### A small window of the routed layout

Window x 61 to 86, y 61 to 86 um. Cells in gray, sequential cells in the stronger gray; small squares are vias.
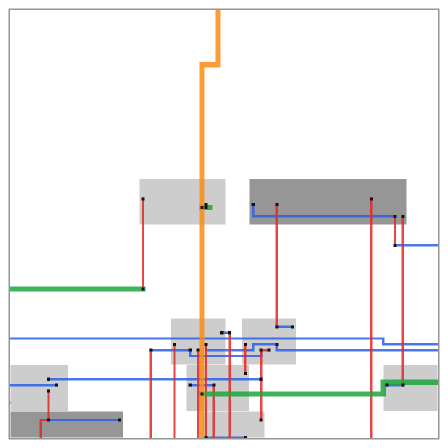
### Clock distribution

Scale: 4 px per um.
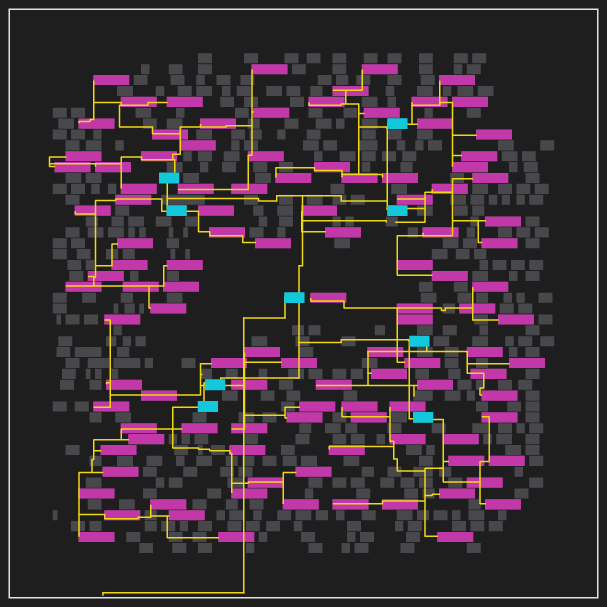
[src/rtl/mem_access_stage_pkg.sv]
// Shared pipeline types for the memory-access stage: data records, op and state encodings.
package mem_access_stage_pkg;

    localparam int unsigned MEM_ADDR_W = 32;
    localparam int unsigned MEM_DATA_W = 32;
    localparam int unsigned MEM_REG_W  = 5;

    typedef logic                  Signal;
    typedef logic [MEM_DATA_W-1:0] Register;

    typedef struct packed {
        logic [MEM_ADDR_W-1:0] addr;
        Register               val;
        logic [MEM_REG_W-1:0]  dst;
    } M_data;

    typedef struct packed {
        Signal read;
        Signal write;
        M_data data;
    } M_input;

    typedef struct packed {
        Register              val;
        logic [MEM_REG_W-1:0] dst;
        Signal                wr_en;
    } W_data;

    typedef enum logic [1:0] {IDLE, REQ, WAIT} mem_state_e;

    typedef enum logic [1:0] {OP_ALU, OP_LOAD, OP_STORE} mem_op_e;

endpackage

[src/rtl/mem_access_stage_if.sv]
// Data-memory bus: valid/ready request channel plus valid-only response channel.
interface mem_access_stage_if #(
    parameter int unsigned ADDR_W = 32,
    parameter int unsigned DATA_W = 32
) ();
    logic              dmem_req_valid;
    logic              dmem_req_ready;
    logic              dmem_we;
    logic [ADDR_W-1:0] dmem_addr;
    logic [DATA_W-1:0] dmem_wdata;
    logic              dmem_rsp_valid;
    logic [DATA_W-1:0] dmem_rsp_data;

    modport master (
        output dmem_req_valid, dmem_we, dmem_addr, dmem_wdata,
        input  dmem_req_ready, dmem_rsp_valid, dmem_rsp_data
    );

    modport slave (
        input  dmem_req_valid, dmem_we, dmem_addr, dmem_wdata,
        output dmem_req_ready, dmem_rsp_valid, dmem_rsp_data
    );
endinterface

[src/rtl/mem_access_stage.sv]
// M stage: sequences one data-memory access at a time and emits the W-stage record.
// Optional MEM_MISALIGN_CHECK_EN: misaligned loads/stores are squashed and flag sticky misalign_err.
module mem_access_stage
    import mem_access_stage_pkg::*;
#(
    parameter int unsigned ADDR_W = MEM_ADDR_W,
    parameter int unsigned DATA_W = MEM_DATA_W,
    parameter int unsigned REG_W  = MEM_REG_W
) (
    input  logic   clk,
    input  logic   reset,
    input  logic   m_valid,
    input  M_input m_in,
    output logic   m_ready,
    output logic   stall,
    mem_access_stage_if.master dmem,
    output logic   w_valid,
    output W_data  w_out,
    output logic   misalign_err
);

    mem_state_e        state, state_nxt;
    mem_op_e           op_q, op_in;
    logic [ADDR_W-1:0] addr_q;
    logic [DATA_W-1:0] val_q;
    logic [REG_W-1:0]  dst_q;
    logic              capture;
    logic              misalign_hit;
    logic              w_valid_nxt;
    W_data             w_out_nxt;

    // read wins over write when both strobes are set
    always_comb begin
        op_in = OP_ALU;
        if (m_in.read)
            op_in = OP_LOAD;
        else if (m_in.write)
            op_in = OP_STORE;
    end

`ifdef MEM_MISALIGN_CHECK_EN
    assign misalign_hit = (op_in != OP_ALU) && (m_in.data.addr[1:0] != 2'b00);

    always_ff @(posedge clk or posedge reset) begin
        if (reset)
            misalign_err <= 1'b0;
        else if (state == IDLE && m_valid && misalign_hit)
            misalign_err <= 1'b1;
    end
`else
    assign misalign_hit = 1'b0;
    assign misalign_err = 1'b0;
`endif

    always_comb begin
        state_nxt   = state;
        capture     = 1'b0;
        w_valid_nxt = 1'b0;
        w_out_nxt   = '0;
        case (state)
            IDLE: begin
                if (m_valid) begin
                    if (op_in == OP_ALU) begin
                        w_valid_nxt     = 1'b1;
                        w_out_nxt.val   = m_in.data.addr;
                        w_out_nxt.dst   = m_in.data.dst;
                        w_out_nxt.wr_en = (m_in.data.dst != '0);
                    end else if (misalign_hit) begin
                        w_valid_nxt   = 1'b1;
                        w_out_nxt.dst = m_in.data.dst;
                    end else begin
                        capture   = 1'b1;
                        state_nxt = REQ;
                    end
                end
            end
            REQ: begin
                if (dmem.dmem_req_ready) begin
                    if (op_q == OP_LOAD) begin
                        state_nxt = WAIT;
                    end else begin
                        state_nxt     = IDLE;
                        w_valid_nxt   = 1'b1;
                        w_out_nxt.dst = dst_q;
                    end
                end
            end
            WAIT: begin
                if (dmem.dmem_rsp_valid) begin
                    state_nxt       = IDLE;
                    w_valid_nxt     = 1'b1;
                    w_out_nxt.val   = dmem.dmem_rsp_data;
                    w_out_nxt.dst   = dst_q;
                    w_out_nxt.wr_en = (dst_q != '0);
                end
            end
            default: state_nxt = IDLE;
        endcase
    end

    always_ff @(posedge clk or posedge reset) begin
        if (reset) begin
            state   <= IDLE;
            op_q    <= OP_ALU;
            addr_q  <= '0;
            val_q   <= '0;
            dst_q   <= '0;
            w_valid <= 1'b0;
            w_out   <= '0;
        end else begin
            state   <= state_nxt;
            w_valid <= w_valid_nxt;
            w_out   <= w_out_nxt;
            if (capture) begin
                op_q   <= op_in;
                addr_q <= m_in.data.addr;
                val_q  <= m_in.data.val;
                dst_q  <= m_in.data.dst;
            end
        end
    end

    assign m_ready = (state == IDLE);
    assign stall   = ~m_ready;

    // bus fields are zero outside REQ so reset and idle look identical downstream
    assign dmem.dmem_req_valid = (state == REQ);
    assign dmem.dmem_we        = (state == REQ) && (op_q == OP_STORE);
    assign dmem.dmem_addr      = (state == REQ) ? addr_q : '0;
    assign dmem.dmem_wdata     = (state == REQ) ? val_q  : '0;

endmodule

[src/flat_wrapper.sv]
// flat-port wrapper written by rule: the top's interface ports become plain ports
module mem_access_stage_flat import mem_access_stage_pkg::*;
#(
    parameter int unsigned ADDR_W = MEM_ADDR_W,
    parameter int unsigned DATA_W = MEM_DATA_W,
    parameter int unsigned REG_W  = MEM_REG_W
)
  (clk, reset, m_valid, m_in, m_ready, stall, w_valid, w_out, misalign_err, dmem_dmem_req_valid, dmem_dmem_we, dmem_dmem_addr, dmem_dmem_wdata, dmem_dmem_req_ready, dmem_dmem_rsp_valid, dmem_dmem_rsp_data);
  mem_access_stage_if #(.ADDR_W(ADDR_W), .DATA_W(DATA_W)) dmem_i ();
  input  logic clk;
  input  logic reset;
  input  logic m_valid;
  input  M_input m_in;
  output logic m_ready;
  output logic stall;
  output logic w_valid;
  output W_data w_out;
  output logic misalign_err;
  output wire logic [$bits(dmem_i.dmem_req_valid)-1:0] dmem_dmem_req_valid;
  output wire logic [$bits(dmem_i.dmem_we)-1:0] dmem_dmem_we;
  output wire logic [$bits(dmem_i.dmem_addr)-1:0] dmem_dmem_addr;
  output wire logic [$bits(dmem_i.dmem_wdata)-1:0] dmem_dmem_wdata;
  input wire logic [$bits(dmem_i.dmem_req_ready)-1:0] dmem_dmem_req_ready;
  input wire logic [$bits(dmem_i.dmem_rsp_valid)-1:0] dmem_dmem_rsp_valid;
  input wire logic [$bits(dmem_i.dmem_rsp_data)-1:0] dmem_dmem_rsp_data;
  assign dmem_dmem_req_valid = dmem_i.dmem_req_valid;
  assign dmem_dmem_we = dmem_i.dmem_we;
  assign dmem_dmem_addr = dmem_i.dmem_addr;
  assign dmem_dmem_wdata = dmem_i.dmem_wdata;
  assign dmem_i.dmem_req_ready = dmem_dmem_req_ready;
  assign dmem_i.dmem_rsp_valid = dmem_dmem_rsp_valid;
  assign dmem_i.dmem_rsp_data = dmem_dmem_rsp_data;
  mem_access_stage #(.ADDR_W(ADDR_W), .DATA_W(DATA_W), .REG_W(REG_W)) u_core (.clk(clk), .reset(reset), .m_valid(m_valid), .m_in(m_in), .m_ready(m_ready), .stall(stall), .dmem(dmem_i), .w_valid(w_valid), .w_out(w_out), .misalign_err(misalign_err));
endmodule
[config.mk]
export PLATFORM = sky130hd
export DESIGN_NAME = mem_access_stage_flat
export DESIGN_NICKNAME = d
export VERILOG_FILES = /design/src/rtl/mem_access_stage_pkg.sv /design/src/rtl/mem_access_stage_if.sv /design/src/rtl/mem_access_stage.sv /design/src/flat_wrapper.sv
export SDC_FILE = /design/constraint.sdc
export NUM_CORES = 1
export LEC_CHECK = 0
export CAP_MARGIN = 20
export CELL_PAD_IN_SITES_DETAIL_PLACEMENT = 1
export CELL_PAD_IN_SITES_GLOBAL_PLACEMENT = 2
export CORE_MARGIN = 10
export CORE_UTILIZATION = 29
export CTS_BUF_LIST = sky130_fd_sc_hd__clkbuf_8
export DETAILED_ROUTE_END_ITERATION = 10
export HOLD_SLACK_MARGIN = 0.03
export PLACE_DENSITY_LB_ADDON = 0.3
export SLEW_MARGIN = 5
export SYNTH_ARGS = -nofsm -noshare
export SYNTH_HDL_FRONTEND = slang
export SYNTH_SLANG_ARGS = --single-unit
export TNS_END_PERCENT = 30
[constraint.sdc]
create_clock -name clk -period 7.9 [get_ports clk]
set_input_delay 1.975 -clock clk [delete_from_list [all_inputs] [get_ports clk]]
set_output_delay 1.975 -clock clk [all_outputs]
set_load 0.005 [all_outputs]
==> impl_metrics.ini <==
; flow metrics
[cts]
cts-root-buf = clkbuf_8
cts_hold_buf = 0
clkLatencyLatePin_ns = 0.38
cts_tree = done
cts.htree.levels = 3
cts_resized = 0
postCtsSetupBuffers = 0
cts_sinks = 112
cts_buffer_depth = 2
clk_pin_slew_worst_paths_ns = 0.10

[status]
outcome = finished, final reports clean

[critical_path]
crit_required_ns = 5.93
path_class = flop to output pin
path_depth = 5
rrSetupSlack_ns = 5.62
endpoint = dmem_dmem_addr[26]
crit_family = buffers and inverters
critPathLaunch = u_core.state[1]
r2r-start = u_core.state[0]
critPathArrivalTime_ns = 2.84
critical_path_buf_inv_count = 3
cp_max_fo = 38
critPathLaunchType = flop
end_kind = output pin
crit_chain = nand2b_1 > clkinv_1 > buf_4 > and2_1 > clkdlybuf4s50_1
crit_path_max_incr_delay_ns = 0.60
rr_worst_depth = 3
r2r_end = u_core.dst_q[3]
cp_slowest_cell = clkinv_1

[sta]
fin_skew_ns = 0.0140
setup_tns_ns = 0
fin_ws_ns = 3.09
setup_viol_count_final = 0
slew_headroom_pct = 27.3
finalHoldViolations = 0
hold_ws_ns = 0.507
fin_crit_sh_pct = 60.9
rsz0062_at_grt = no
fmax_mhz = 208
period_minus_slack_ns = 4.81
slew_viol_final = 0

[placement]
dp.cells = 745
placed_cell_area_um2 = 6950
dp_worst_setup_slack_ns = 3.42
io_buffers = 214
dp_hpwl_um = 11700

[die]
die-area_um2 = 21500
core_area_um2 = 15800
fp_util_pct = 29.4
pin_count = 216
die_h_um = 147
num_tap_cells = 216
rows = 46
die_w_um = 147

[final_layout]
seq_cells = 112
largest_class = sequential cells
reg.largest.list = u_core.w_out x38, u_core.addr_q x32, u_core.val_q x32
comb-cell-share_pct = 23.5
largest_reg_flops = 38
layout.cells.most_common_list = clkdlybuf4s50_1 (214), dfrtp_1 (112), mux2_2 (69)
buffer_area_share_pct = 30.3
seq_share_pct = 39.1
top_register = u_core.w_out
buffers = 218
num_antenna_cells = 1
regArea_um2 = 2800
clk_share_pct = 3.02
nFillCells = 1633
design_area_um2 = 7170
inverters = 4
final_common_cell = clkdlybuf4s50_1
drive_gt1_share_pct = 17.4
final_cells = 762
comb_cells = 195
utilization_pct = 45.3
syn2layout_area_growth_pct = 53.9

[detailed_routing]
dr_wl_met2_um = 8270
firstDrtPassIters = 3
drt-total-wl_um = 15600
routed-via-count = 3380
antenna_left = 0
initialDrtViolationCount = 97
route.detailed.drc = 0
routed.top_layer = met4
wl_met1_um = 6220
vias_per_cell = 4.44

[pwr]
p_leak_nw = 2.97
powerDensity_nw_per_um2 = 295
p_int_w = 0.00150
peakVddDrop_mv = 0.147
power-top-group = sequential cells
clkPwrFrac_pct = 17.7
p_sw_w = 0.000608
seq_power_share_pct = 42.1
combPwrFrac_pct = 40.1
p_clk_w = 0.000374
p_comb_w = 0.000848
pg_seq_w = 0.000889

[min_path]
min-delay-start = u_core.addr_q[10]
hold_depth = 1
hold_path_end = u_core.addr_q[10]
hp-class = flop to flop

[yosys]
yosys.area.top_type = dfrtp_1
ys_warn_count = 0
ys_seq_share_pct = 60.2
synth.avg_cell_area_um2 = 13.9
edf_count = 0
synth-simple-area-share_pct = 10.9
topCellsByArea = dfrtp_1 (60%), mux2_2 (17%), and2_1 (8.6%)
ys_types = 24
syn-num-nets = 443
synth.logic.top_family = multiplexers
ys_seq_elements = 112
ys_cells = 335
synthArstFlopShare_pct = 100
netlist.area_leader.share_pct = 60.2
synth_dominant_cell_count = dfrtp_1
xor_share_pct = 0
postSynthCellCount = 335
adder_share_pct = 0
ys_sh_mux_pct = 16.7
synth-compound-area-share_pct = 8.25
synth_area_um2 = 4660
ys_area_um2 = 4660
flop_cell = dfrtp_1
common_cells = dfrtp_1 (112), mux2_2 (69), and2_1 (64)

[global_route]
grt_use_met1_pct = 15.6
antenna_found_initial = 1
grt-ovfl-total = 0
grt_pass1_vias = 3860
grtUsageMet2_pct = 25.5
grt-busiest-layer = met2
grt_pass1_wl_um = 23700
grt_max_degree = 71
grt.total_usage_pct = 14.2
use_met3_pct = 4.58

[flow_run]
tool_warnings = 26
maxCapViolCount = 0
## Picture notes: 'A small window of the routed layout'
Key: orange = met4; green = met3; blue = met1; red = met2
Sequential cells in the window: 2. Most frequent: clkdlybuf4s50_1 (3), a22o_1 (2), dfrtp_1 (2). 9 logic cells have their middle in the window. Netlist names of flops here include `u_core.addr_q` (1), `u_core.w_out` (1).

## Picture notes: 'Clock distribution'
Key: yellow = clock wires [length 1560 um]; magenta = flip-flops [count 112]; cyan = cells driving clock nets [count 9]
There are 10 routed clock nets.

Power is estimated from default activity; no workload was simulated.
